`src/rtl/alu_pkg.sv`:
```
// Shared definitions for the UART-to-ALU frame bridge: FSM states and ALU opcodes.
package alu_pkg;

    typedef enum logic [2:0] {
        RX_A_LO = 3'd0,
        RX_A_HI = 3'd1,
        RX_B_LO = 3'd2,
        RX_B_HI = 3'd3,
        RX_OP   = 3'd4,
        EXEC    = 3'd5,
        TX_LO   = 3'd6,
        TX_HI   = 3'd7
    } state_t;

    localparam logic [5:0] OP_ADD = 6'b100000;
    localparam logic [5:0] OP_SUB = 6'b100010;
    localparam logic [5:0] OP_AND = 6'b100100;
    localparam logic [5:0] OP_OR  = 6'b100101;
    localparam logic [5:0] OP_XOR = 6'b100110;
    localparam logic [5:0] OP_SRA = 6'b000011;
    localparam logic [5:0] OP_SRL = 6'b000010;
    localparam logic [5:0] OP_NOR = 6'b100111;

    function automatic logic is_supported_op(input logic [5:0] op);
        logic hit;
        case (op)
            OP_ADD, OP_SUB, OP_AND, OP_OR,
            OP_XOR, OP_SRA, OP_SRL, OP_NOR: hit = 1'b1;
            default:                        hit = 1'b0;
        endcase
        return hit;
    endfunction

    // States that accept a received byte into a frame field.
    function automatic logic is_rx_state(input state_t s);
        logic hit;
        case (s)
            RX_A_LO, RX_A_HI, RX_B_LO, RX_B_HI, RX_OP: hit = 1'b1;
            default:                                   hit = 1'b0;
        endcase
        return hit;
    endfunction

    // Mid-frame states where the inter-byte timer runs.
    function automatic logic is_count_state(input state_t s);
        logic hit;
        case (s)
            RX_A_HI, RX_B_LO, RX_B_HI, RX_OP: hit = 1'b1;
            default:                          hit = 1'b0;
        endcase
        return hit;
    endfunction

    function automatic logic is_busy_state(input state_t s);
        logic hit;
        case (s)
            EXEC, TX_LO, TX_HI: hit = 1'b1;
            default:            hit = 1'b0;
        endcase
        return hit;
    endfunction

endpackage

```
`src/rtl/alu_uart_timeout.sv`:
```
// Inter-byte idle timer: counts enabled cycles and pulses expire on the
// TIMEOUT-th consecutive one, restarting from zero afterwards.
module alu_uart_timeout #(
    parameter int TIMEOUT = 50_000_000,
    parameter int TO_W    = 26
) (
    input  logic clk,
    input  logic reset,
    input  logic clear,
    input  logic enable,
    output logic expire
);

    logic [TO_W-1:0] count_r;
    logic            expire_s;

    // Expiry fires while the count sits one below the limit and another idle cycle arrives.
    always_comb begin
        expire_s = 1'b0;
        if (enable && (count_r == TO_W'(TIMEOUT - 1))) begin
            expire_s = 1'b1;
        end else begin
            expire_s = 1'b0;
        end
    end

    // Idle-cycle counter with clear priority over counting.
    always_ff @(posedge clk) begin
        if (reset) begin
            count_r <= {TO_W{1'b0}};
        end else if (clear || expire_s) begin
            count_r <= {TO_W{1'b0}};
        end else if (enable) begin
            count_r <= count_r + {{(TO_W-1){1'b0}}, 1'b1};
        end else begin
            count_r <= count_r;
        end
    end

    assign expire = expire_s;

endmodule

```
`src/rtl/alu_uart_if.sv`:
```
// Frame bridge: collects A, B and opcode from five UART bytes, drives the ALU,
// then returns the registered 16-bit result as two transmitted bytes.
module alu_uart_if
    import alu_pkg::*;
#(
    parameter int BUS_REG = 16,
    parameter int BUS_OP  = 6,
    parameter int TIMEOUT = 50_000_000,
    parameter int TO_W    = 26
) (
    input  logic               i_clk,
    input  logic               i_reset,
    input  logic [7:0]         i_rx_data,
    input  logic               i_rx_done,
    input  logic               i_tx_done,
    input  logic [BUS_REG-1:0] i_result,
    output logic [BUS_REG-1:0] o_valA,
    output logic [BUS_REG-1:0] o_valB,
    output logic [BUS_OP-1:0]  o_opcode,
    output logic [7:0]         o_tx_data,
    output logic               o_tx_start,
    output logic               o_busy,
    output logic               o_frame_err
);

    state_t             state_r;
    state_t             state_s;
    logic [BUS_REG-1:0] val_a_r;
    logic [BUS_REG-1:0] val_b_r;
    logic [BUS_OP-1:0]  opcode_r;
    logic [BUS_REG-1:0] result_r;
    logic [7:0]         tx_data_r;
    logic [7:0]         tx_data_s;
    logic               tx_start_r;
    logic               tx_start_s;
    logic               busy_r;
    logic               frame_err_r;
    logic               accept_s;
    logic               expire_s;
    logic               to_enable_s;
    logic               to_clear_s;

    // Bytes arriving while busy fall outside is_rx_state and are dropped.
    always_comb begin
        accept_s    = i_rx_done && is_rx_state(state_r);
        to_enable_s = is_count_state(state_r) && !i_rx_done;
        to_clear_s  = accept_s || !is_count_state(state_r);
    end

    alu_uart_timeout #(
        .TIMEOUT (TIMEOUT),
        .TO_W    (TO_W)
    ) u_timeout (
        .clk    (i_clk),
        .reset  (i_reset),
        .clear  (to_clear_s),
        .enable (to_enable_s),
        .expire (expire_s)
    );

    // State register.
    always_ff @(posedge i_clk) begin
        if (i_reset) begin
            state_r <= RX_A_LO;
        end else begin
            state_r <= state_s;
        end
    end

    // Next-state logic plus the next values of the transmit handshake.
    always_comb begin
        state_s    = state_r;
        tx_start_s = 1'b0;
        tx_data_s  = tx_data_r;
        case (state_r)
            RX_A_LO: begin
                if (i_rx_done) state_s = RX_A_HI;
                else           state_s = RX_A_LO;
            end
            RX_A_HI: begin
                if (i_rx_done)     state_s = RX_B_LO;
                else if (expire_s) state_s = RX_A_LO;
                else               state_s = RX_A_HI;
            end
            RX_B_LO: begin
                if (i_rx_done)     state_s = RX_B_HI;
                else if (expire_s) state_s = RX_A_LO;
                else               state_s = RX_B_LO;
            end
            RX_B_HI: begin
                if (i_rx_done)     state_s = RX_OP;
                else if (expire_s) state_s = RX_A_LO;
                else               state_s = RX_B_HI;
            end
            RX_OP: begin
                if (i_rx_done)     state_s = EXEC;
                else if (expire_s) state_s = RX_A_LO;
                else               state_s = RX_OP;
            end
            EXEC: begin
                // The low byte comes straight from the ALU so the start pulse lands on TX_LO entry.
                state_s    = TX_LO;
                tx_start_s = 1'b1;
                tx_data_s  = i_result[7:0];
            end
            TX_LO: begin
                if (i_tx_done) begin
                    state_s    = TX_HI;
                    tx_start_s = 1'b1;
                    tx_data_s  = result_r[BUS_REG-1:8];
                end else begin
                    state_s    = TX_LO;
                end
            end
            TX_HI: begin
                if (i_tx_done) state_s = RX_A_LO;
                else           state_s = TX_HI;
            end
            default: begin
                state_s = RX_A_LO;
            end
        endcase
    end

    // Frame field registers, written bytewise as each byte is accepted.
    always_ff @(posedge i_clk) begin
        if (i_reset) begin
            val_a_r  <= {BUS_REG{1'b0}};
            val_b_r  <= {BUS_REG{1'b0}};
            opcode_r <= {BUS_OP{1'b0}};
        end else if (accept_s) begin
            case (state_r)
                RX_A_LO: val_a_r[7:0]         <= i_rx_data;
                RX_A_HI: val_a_r[BUS_REG-1:8] <= i_rx_data;
                RX_B_LO: val_b_r[7:0]         <= i_rx_data;
                RX_B_HI: val_b_r[BUS_REG-1:8] <= i_rx_data;
                RX_OP:   opcode_r             <= i_rx_data[BUS_OP-1:0];
                default: opcode_r             <= opcode_r;
            endcase
        end else begin
            val_a_r  <= val_a_r;
            val_b_r  <= val_b_r;
            opcode_r <= opcode_r;
        end
    end

    // Result capture during EXEC and the registered status/transmit outputs.
    always_ff @(posedge i_clk) begin
        if (i_reset) begin
            result_r    <= {BUS_REG{1'b0}};
            tx_data_r   <= 8'h00;
            tx_start_r  <= 1'b0;
            busy_r      <= 1'b0;
            frame_err_r <= 1'b0;
        end else begin
            if (state_r == EXEC) result_r <= i_result;
            else                 result_r <= result_r;
            tx_data_r   <= tx_data_s;
            tx_start_r  <= tx_start_s;
            busy_r      <= is_busy_state(state_s);
            frame_err_r <= expire_s;
        end
    end

    assign o_valA      = val_a_r;
    assign o_valB      = val_b_r;
    assign o_opcode    = opcode_r;
    assign o_tx_data   = tx_data_r;
    assign o_tx_start  = tx_start_r;
    assign o_busy      = busy_r;
    assign o_frame_err = frame_err_r;

endmodule

```
`config.mk`:
```
export PLATFORM = sky130hd
export DESIGN_NAME = alu_uart_if
export DESIGN_NICKNAME = d
export VERILOG_FILES = /design/src/rtl/alu_pkg.sv /design/src/rtl/alu_uart_timeout.sv /design/src/rtl/alu_uart_if.sv
export SDC_FILE = /design/constraint.sdc
export NUM_CORES = 1
export LEC_CHECK = 0
export CAP_MARGIN = 20
export CELL_PAD_IN_SITES_DETAIL_PLACEMENT = 1
export CELL_PAD_IN_SITES_GLOBAL_PLACEMENT = 1
export CORE_UTILIZATION = 37
export CTS_CLUSTER_SIZE = 8
export DETAILED_ROUTE_END_ITERATION = 10
export GPL_TIMING_DRIVEN = 0
export PLACE_DENSITY = 0.76
export SYNTH_ARGS = -nofsm -noshare
export SYNTH_HDL_FRONTEND = slang
export SYNTH_SLANG_ARGS = --single-unit
```
`constraint.sdc`:
```
create_clock -name i_clk -period 2.1 [get_ports i_clk]
set_clock_uncertainty 0.05 [all_clocks]
set_input_delay 0.21 -clock i_clk [delete_from_list [all_inputs] [get_ports i_clk]]
set_output_delay 0.21 -clock i_clk [all_outputs]
set_load 0.03 [all_outputs]
```
congestion_map.png
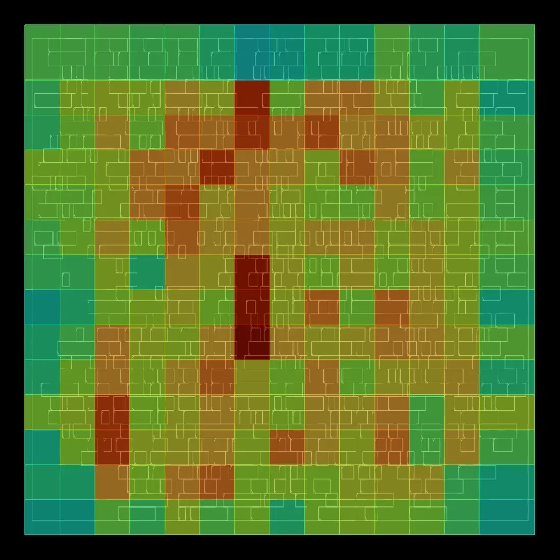
M1 GR Usage: 28.9%
Final Util: 52.5%

==> ci_impl_report.md <==
### Metrics collected by this job

| Metric | Value |
|---|---|
| CORE AREA | `0.00933 mm2` |
| DR iter-0 viols | `114` |
| IO Count | `77` |
| Clock Power Share | `32.1%` |
| Placed Area | `0.00451 mm2` |
| Ys cells | `421` |
| Net Sw Power | `1.00 mW` |
| Seq share, synth | `47.9%` |
| MI comb area | `0.00180 mm2` |
| Register area | `0.00173 mm2` |
| Maximum clock rate | `0.481 GHz` |
| Vias | `3286` |
| Class of the most critical setup path | `reg2reg` |
| CP peak stage delay | `0.42 ns` |
| Post-CTS Hold Buffers | `0` |
| Nets | `548` |
| Syn nets | `450` |
| Crit path depth | `6` |
| Kind of end point of the critical path | `register` |
| Biggest consumer | `sequential cells` |
| Tcrit/Tclk final | `98.9%` |
| Clock buffer depth | `2` |
| Pre-CTS setup slack | `-0.319 ns` |
| Combinational share of power | `18.6%` |
| Buffers & Inverters on Critical Path | `1` |
| Fin Hold WS | `0.357 ns` |
| Site Rows | `35` |
| AND-OR/OR-AND Cells, Area Fraction | `10.9%` |
| Final Wtd Congestion | `0.751` |
| ANT nets after route | `0` |
| Fill cells | `1128` |
| Mean Syn Cell Area | `8.54 um2` |
| Clock-pin slew on the worst setup and hold paths | `0.08 ns` |
| Sequential power share | `49.4%` |
| Drt via density | `5.05` |
| Worst-Margin Slew | `0.766 ns` |
| CTS buffer count | `9` |
| Total GRT Usage | `21.8%` |
| Slowest stage cell, crit path | `a2111oi_4` |
| FP Util | `38.5%` |
| Xor/xnor share | `5.85%` |
| Top-count cell post-synth | `nand2_1` |
| Critical-path cell list | `buf_6 -> or3b_4 -> a2111oi_4 -> a311oi_1 -> o21ai_0 -> a2111oi_0` |
| Clock Power | `1.12 mW` |
| Routed wl met2 | `5060 um` |
| Total power | `3.49 mW` |
| Final min period | `2.08 ns` |
| Syn. warnings | `0` |
| Arr. time, crit path | `2.23 ns` |
| Ys async rst share | `0%` |
| Yosys top cell area share | `47.9%` |
| PwrDens | `713 mW/mm2` |
| Remaining Overflow, GRT | `0` |
| Critical path's top delay family | `AND-OR/OR-AND gates` |
| Grt met3 use | `3.05%` |
| Switching share of power | `28.7%` |
| Number of port buffers | `75` |
| Die Footprint | `0.0101 mm2` |
| Synth logic family | `simple AND/OR/NAND/NOR gates` |
| Final WL | `10500 um` |
| Layout cells sized above 1 | `12.6%` |
| CTS tree | `built` |
| Static Leak | `1.70 nW` |
| Setup ws final | `0.0224 ns` |
| # setup viols final | `0` |
| Initial antenna violation count | `0` |
| Synth cell types | `42` |
| Worst-Skew Late Latency | `0.35 ns` |
| Fin Setup TNS | `0 ns` |
| Power Internal | `2.49 mW` |
| Run status | `finished, final reports clean` |
| Area fraction in mux cells | `3.90%` |
| RSZ-0062 raised after global routing | `yes` |
| Synth Flop Type | `dfxtp_1` |
| Number of OpenROAD warnings | `27` |
| HPWL after DPL | `7650 um` |
| Sequential power | `1.72 mW` |
| Drc violations | `0` |
| Yosys simple share | `27.0%` |
| Crit path DRT | `2.25 ns` |
| Top Layer Used | `met4` |
| Non-Filler Instances | `651` |
| CTS H-tree depth | `3` |
| Metal3 WL | `312 um` |
| Die X | `101 um` |
| Slew margin rel. | `48.5%` |
| Largest area contributor in the netlist | `dfxtp_1` |
| Top cells, area | `dfxtp_1, nand2_1, a21oi_1, xor2_1, nor2_1` |
| HP Class | `in2reg` |
| Post-synth EDFFs | `0` |
| Worst-case reg-to-reg path depth | `6` |
| GR peak layer | `met2` |
| Placed cells | `625` |
| Largest net degree at the start of global routing | `14` |
| Combinational gate power | `649 uW` |
sizing.png
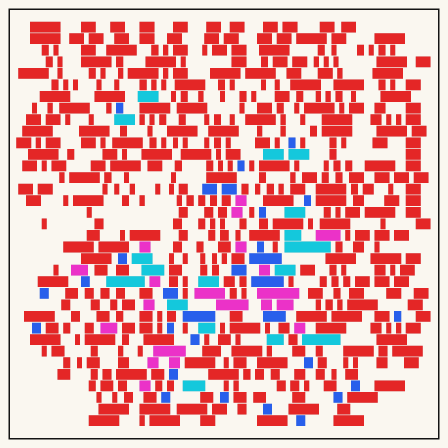
colour	size	cells	most used
cyan	x6 and larger	17	clkbuf_8
red	x1 and smaller	456	nand2_1
magenta	x3 and x4	20	buf_4
blue	x2	29	nor2_2

[sequential cells by signal, summed over array words and instances, names as in the netlist, 3 cells and up]
register and cells:
o_tx_data 8, o_opcode 6, state_r 3, o_valB 16
u_timeout.count_r 26, result_r 8, o_valA 16
[cell families after synthesis]
kind of cell / after synthesis
multiplexers: 14
AND-OR/OR-AND: 64
buffers and inverters: 26
adder cells (fa/ha/maj): 1
flip-flops: 86
AND/OR/NAND/NOR: 206
XOR/XNOR: 24
[cell usage in the layout (no fill, tap or decap), drive strengths merged, types with 8 or more instances in the layout]
cell type and count:
nand4 10, buf 19, clkdlybuf4s50 75, nand3 20, and3 9, a21oi 44, dfxtp 86, mux2i 14
clkbuf 25, nand2 90, a211oi 8, xor2 20, nor3 8, nor2 47
[layout make-up]
| type | count | area share [%] |
|---|---|---|
| Inverter | 3 | 0.230 |
| Clock inverter | 5 | 1.07 |
| Timing Repair Buffer | 88 | 18.1 |
| Multi-Input combinational cell | 309 | 36.9 |
| Clock buffer | 9 | 2.53 |
| Tap cell | 129 | 3.30 |
| Sequential cell | 86 | 35.2 |
| Buffer | 22 | 2.66 |
[path summary, 6_finish.rpt]
path                                          start                           endpoint  slack (ns)
setup / recovery              state_r[0]$_SDFF_PP0_                  o_busy$_SDFF_PP0_        0.02
hold reg to reg   u_timeout.count_r[0]$_SDFFE_PP0P_  u_timeout.count_r[0]$_SDFFE_PP0P_        0.38
setup reg to reg              state_r[0]$_SDFF_PP0_                  o_busy$_SDFF_PP0_        0.02
hold / removal                              i_reset                  o_busy$_SDFF_PP0_        0.36
[what timing repair did]
action / in CTS / in global routing
resized: 1 / 28
buffers inserted: 1 / 10
cloned: 0 / 2
pin swaps: 1 / 5
endpoints found under the setup margin: 24 / 42
Power figures rest on the tool's default switching activity, not on a simulated workload.
